[src/rtl/fmlarb4.sv]
// Four-master round-robin arbiter in front of an FML SDRAM controller.
// One 4-beat burst is owned at a time; read data is broadcast to every master.
module fmlarb4 #(
  parameter int sdram_depth = 26
) (
  input  logic                   sys_clk,
  input  logic                   sys_rst,

  input  logic [sdram_depth-1:0] m0_adr,
  input  logic                   m0_stb,
  input  logic                   m0_we,
  input  logic [7:0]             m0_sel,
  input  logic [63:0]            m0_di,
  output logic                   m0_ack,
  output logic [63:0]            m0_do,

  input  logic [sdram_depth-1:0] m1_adr,
  input  logic                   m1_stb,
  input  logic                   m1_we,
  input  logic [7:0]             m1_sel,
  input  logic [63:0]            m1_di,
  output logic                   m1_ack,
  output logic [63:0]            m1_do,

  input  logic [sdram_depth-1:0] m2_adr,
  input  logic                   m2_stb,
  input  logic                   m2_we,
  input  logic [7:0]             m2_sel,
  input  logic [63:0]            m2_di,
  output logic                   m2_ack,
  output logic [63:0]            m2_do,

  input  logic [sdram_depth-1:0] m3_adr,
  input  logic                   m3_stb,
  input  logic                   m3_we,
  input  logic [7:0]             m3_sel,
  input  logic [63:0]            m3_di,
  output logic                   m3_ack,
  output logic [63:0]            m3_do,

  output logic [sdram_depth-1:0] s_adr,
  output logic                   s_stb,
  output logic                   s_we,
  input  logic                   s_ack,
  output logic [7:0]             s_sel,
  output logic [63:0]            s_di,
  input  logic [63:0]            s_do
);

  localparam logic [1:0] IDLE = 2'd0;
  localparam logic [1:0] REQ  = 2'd1;
  localparam logic [1:0] DATA = 2'd2;

  logic [1:0] state_q, state_d;
  logic [1:0] cnt_q, cnt_d;
  logic [1:0] gnt_q, gnt_d;
  logic [1:0] last_q, last_d;

  logic [sdram_depth-1:0] adr [4];
  logic [7:0]             sel [4];
  logic [63:0]            di  [4];
  logic [3:0]             stb, we, ack_v;
  logic                   in_req, in_xfer;

  assign adr = '{m0_adr, m1_adr, m2_adr, m3_adr};
  assign sel = '{m0_sel, m1_sel, m2_sel, m3_sel};
  assign di  = '{m0_di, m1_di, m2_di, m3_di};
  assign stb = {m3_stb, m2_stb, m1_stb, m0_stb};
  assign we  = {m3_we, m2_we, m1_we, m0_we};

  // Highest priority is last+1; scanning from lowest to highest lets the winner overwrite.
  function automatic logic [1:0] rr_pick(input logic [3:0] req, input logic [1:0] last);
    logic [1:0] idx;
    rr_pick = last;
    for (int k = 4; k >= 1; k--) begin
      idx = last + k[1:0];
      if (req[idx]) rr_pick = idx;
    end
  endfunction

  always_comb begin
    state_d = state_q;
    cnt_d   = cnt_q;
    gnt_d   = gnt_q;
    last_d  = last_q;
    case (state_q)
      IDLE: begin
        if (|stb) begin
          gnt_d   = rr_pick(stb, last_q);
          state_d = REQ;
        end
      end
      REQ: begin
        // A withdrawn request abandons the grant without touching priority.
        if (!stb[gnt_q]) begin
          state_d = IDLE;
        end else if (s_ack) begin
          last_d  = gnt_q;
          cnt_d   = 2'd0;
          state_d = DATA;
        end
      end
      DATA: begin
        cnt_d = cnt_q + 2'd1;
        if (cnt_q == 2'd2) state_d = IDLE;
      end
      default: state_d = IDLE;
    endcase
  end

  always_ff @(posedge sys_clk or posedge sys_rst) begin
    if (sys_rst) begin
      state_q <= IDLE;
      cnt_q   <= 2'd0;
      gnt_q   <= 2'd0;
      last_q  <= 2'd3;
    end else begin
      state_q <= state_d;
      cnt_q   <= cnt_d;
      gnt_q   <= gnt_d;
      last_q  <= last_d;
    end
  end

  assign in_req  = (state_q == REQ);
  assign in_xfer = in_req || (state_q == DATA);

  assign s_adr = adr[gnt_q];
  assign s_stb = in_req && stb[gnt_q];
  assign s_we  = in_req && we[gnt_q];
  assign s_sel = in_xfer ? sel[gnt_q] : 8'd0;
  assign s_di  = in_xfer ? di[gnt_q] : 64'd0;

  assign ack_v  = (in_req && stb[gnt_q] && s_ack) ? (4'b0001 << gnt_q) : 4'b0000;
  assign m0_ack = ack_v[0];
  assign m1_ack = ack_v[1];
  assign m2_ack = ack_v[2];
  assign m3_ack = ack_v[3];

  assign m0_do = s_do;
  assign m1_do = s_do;
  assign m2_do = s_do;
  assign m3_do = s_do;

endmodule

[config.mk]
export PLATFORM = sky130hd
export DESIGN_NAME = fmlarb4
export DESIGN_NICKNAME = d
export VERILOG_FILES = /design/src/rtl/fmlarb4.sv
export SDC_FILE = /design/constraint.sdc
export NUM_CORES = 1
export LEC_CHECK = 0
export CELL_PAD_IN_SITES_DETAIL_PLACEMENT = 2
export CELL_PAD_IN_SITES_GLOBAL_PLACEMENT = 2
export CORE_AREA = 5 5 318 320
export CTS_CLUSTER_DIAMETER = 80
export CTS_CLUSTER_SIZE = 30
export DETAILED_ROUTE_END_ITERATION = 16
export DIE_AREA = 0 0 323 325
export PLACE_DENSITY = 0.51
export SYNTH_ARGS = -nofsm -noshare
export SYNTH_HDL_FRONTEND = slang
export SYNTH_SLANG_ARGS = --single-unit
[constraint.sdc]
create_clock -name sys_clk -period 1.8 [get_ports sys_clk]
set_input_delay 0.36 -clock sys_clk [delete_from_list [all_inputs] [get_ports sys_clk]]
set_output_delay 0.36 -clock sys_clk [all_outputs]
set_load 0.01 [all_outputs]
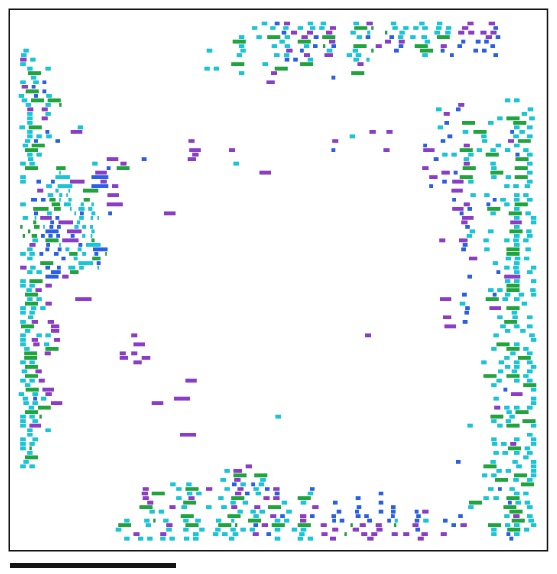
(run_1/sizing.png)
Scale bar: 100 um.
legend:
  x6 and larger:
    color: purple
    cells: 162
    share: 19%
  x3 and x4:
    color: blue
    cells: 135
    share: 15%
  x1 and smaller:
    color: cyan
    cells: 446
    share: 51%
  x2:
    color: green
    cells: 130
    share: 15%
Non-CTS buffers: 633
Final Cell Area: 11950 um2
Final WS setup: -0.7297 ns
relative area change from synthesis to final layout: 122.1%

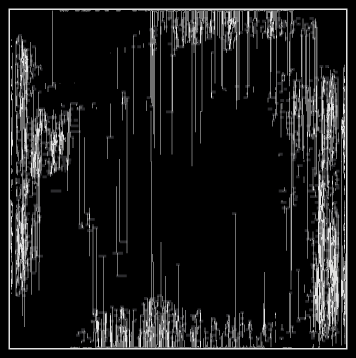
(run_1/m2.png)
Cells faint in the background.
nets with wire on the layer: 1297
wire length on this layer: 23.2 mm
longest straight run: 153 um

==> impl_metrics.ini <==
; synthesis and place-and-route metrics
[synthesis]
avgSynthCellArea_um2 = 10.31
syn_area_um2 = 5383
ys.flops = 8
area_leaders = sky130_fd_sc_hd__mux4_2 42%, sky130_fd_sc_hd__buf_4 36%, sky130_fd_sc_hd__and2_1 8.5%
mux_share = 0.4249
synth.logic.top_family = multiplexers
yosysMostFrequentCell = sky130_fd_sc_hd__buf_4
ys.warnings.count = 0
yosys.area_share.aoi = 0.02673
synthSimpleGateAreaFrac = 0.1081
yosysSeqAreaShare = 0.03766
post_synth_fa_ha_maj_area_fraction = 0.009298
synth_cell_types = 39
yosys.stat.chipArea_um2 = 5383

[floorplanning]
height_of_the_die_um = 325
floorplan.die.width_um = 323
pin_count = 827
floorplan.core_util = 0.05501
tapcells = 1287

[pwr]
power_mw = 18.25
power_sequential_mw = 0.417
leakage_nw = 4.296
clock_power_share = 0.022
combinationalPower_mw = 17.4
vdd.ir_drop.worst_mv = 0.3592
switching_share = 0.4068
power.share.combinational = 0.955
share_seq_of_total_power = 0.023
intPower_mw = 10.82
net-switching-power_mw = 7.423
power_per_unit_of_standard_cell_area_nw_per_um2 = 1526

[worst_setup_path]
worst_r2r_path_depth = 8
start_kind = flop
cp-end-kind = output port
crit_arrival_ns = 2.17
cpMaxStageDelayCell = sky130_fd_sc_hd__mux4_2
worst-path-max-fanout = 6
r2r_slack_ns = -0.27
crit_end = s_di[15]
cp.buffers_inverters = 5
timing.critical_path.from = gnt_q[0]
path_depth = 7

[clock_network]
cts.reportedPaths.clkPinSlew_ns = 0.04
clock.latency.late_pin_ns = 0.24
cts_tree = done
clock-root-buffer = sky130_fd_sc_hd__clkbuf_16
cts_max_path_buffers = 2
h-tree-depth = 1

[sta]
finalCritPeriodShare = 1.405
fmax_mhz = 395.3
report.final.setup_viol = 109
setup_repair_after_global_routing_missed_its_margin = yes
worstMarginPinSlew_ns = 0.3770
worst_clock_skew_ns = 0.003123
tns_ns = -54.19
finalCriticalPeriod_ns = 2.530
worst_hold_slack_ns = 0.3981
layout_setup_ws_ns = -0.7297
relSlewSlack = 0.7481
timing_hold_violations_final = 0

[global_route]
grt.total_usage = 0.08233
globalRouteMet3Util = 0.03223
groute.layer.met1.usage = 0.09046
via_count_of_the_first_global_routing_pass = 6693
grt_pass1_wl_um = 59970
grtUsageMet2 = 0.1498
grt_start_max_net_pins = 26
grt_overflow_total = 0

[status]
outcome = finished, violations left
violations = setup timing

[flow_run]
max_cap_viol_count = 0
log.warning_count = 30

[final_layout]
n_clock_buffer = 4
mostFrequentLayoutCell = sky130_fd_sc_hd__clkdlybuf4s50_1
register_area_um2 = 210.2
layout.buffer.nonclock.area_share = 0.5586
comb_area_share = 0.2794
num-nets-final = 1345
ratio_of_cells_with_drive_above_1_in_the_final_layout = 0.4891
nonClockInverterCount = 8
seq_area_frac = 0.01758
final_util = 0.1222
nMultiInputCombCells = 220

[route]
route.antenna.remaining_nets = 0
met3RoutedLength_um = 5515
wire_per_inst_um = 21.48
violation_count_after_the_first_detailed_routing_iteration = 187
drcViolationCount = 0
routed-via-count = 5579
route.top_layer_used = met5
firstDrtPassIters = 4
metal1_wirelength_um = 16670

[placement]
hpwlAfterDp_um = 38780
port_buffers = 506
place_inst = 2079
placed_cell_area_um2 = 10390
gpl.final_weighted_congestion = 0.7754
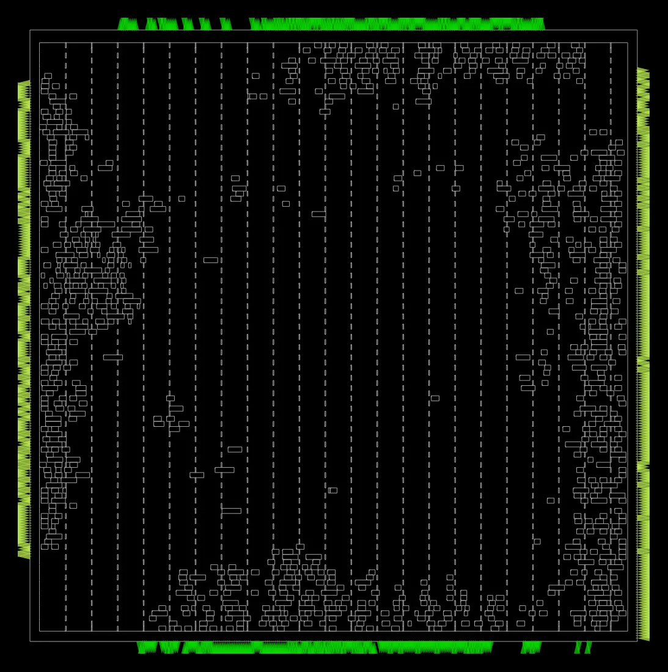
(run_1/placed.png)
Rows: 115
flop count: 8
layout filler cell count: 11297
post-route non-filler standard cell count: 2163

-- run 1: how the worst min path moves through the flow --
stage | endpoint | start | cells past startpoint
after CTS | cnt_q[0] | sys_rst | 2
final | cnt_q[0] | sys_rst | 2
after floorplan | cnt_q[0] | sys_rst | 1
after detailed placement | last_q[1] | last_q[1] | 1
after global routing | cnt_q[0] | sys_rst | 2
after global placement | cnt_q[1] | cnt_q[1] | 2
-- run 1: flip-flops by register name, summed over array words and instances, names as in the netlist --
signal and flops:
cnt_q 2, gnt_q 2, last_q 2, state_q 2
-- run 1: repair_timing --
action	CTS	global route
pin swaps	67	21
setup endpoints to repair	109	109
resized	559	64
gates cloned	9	0
hold endpoints to repair	0	0
buffers inserted	55	35
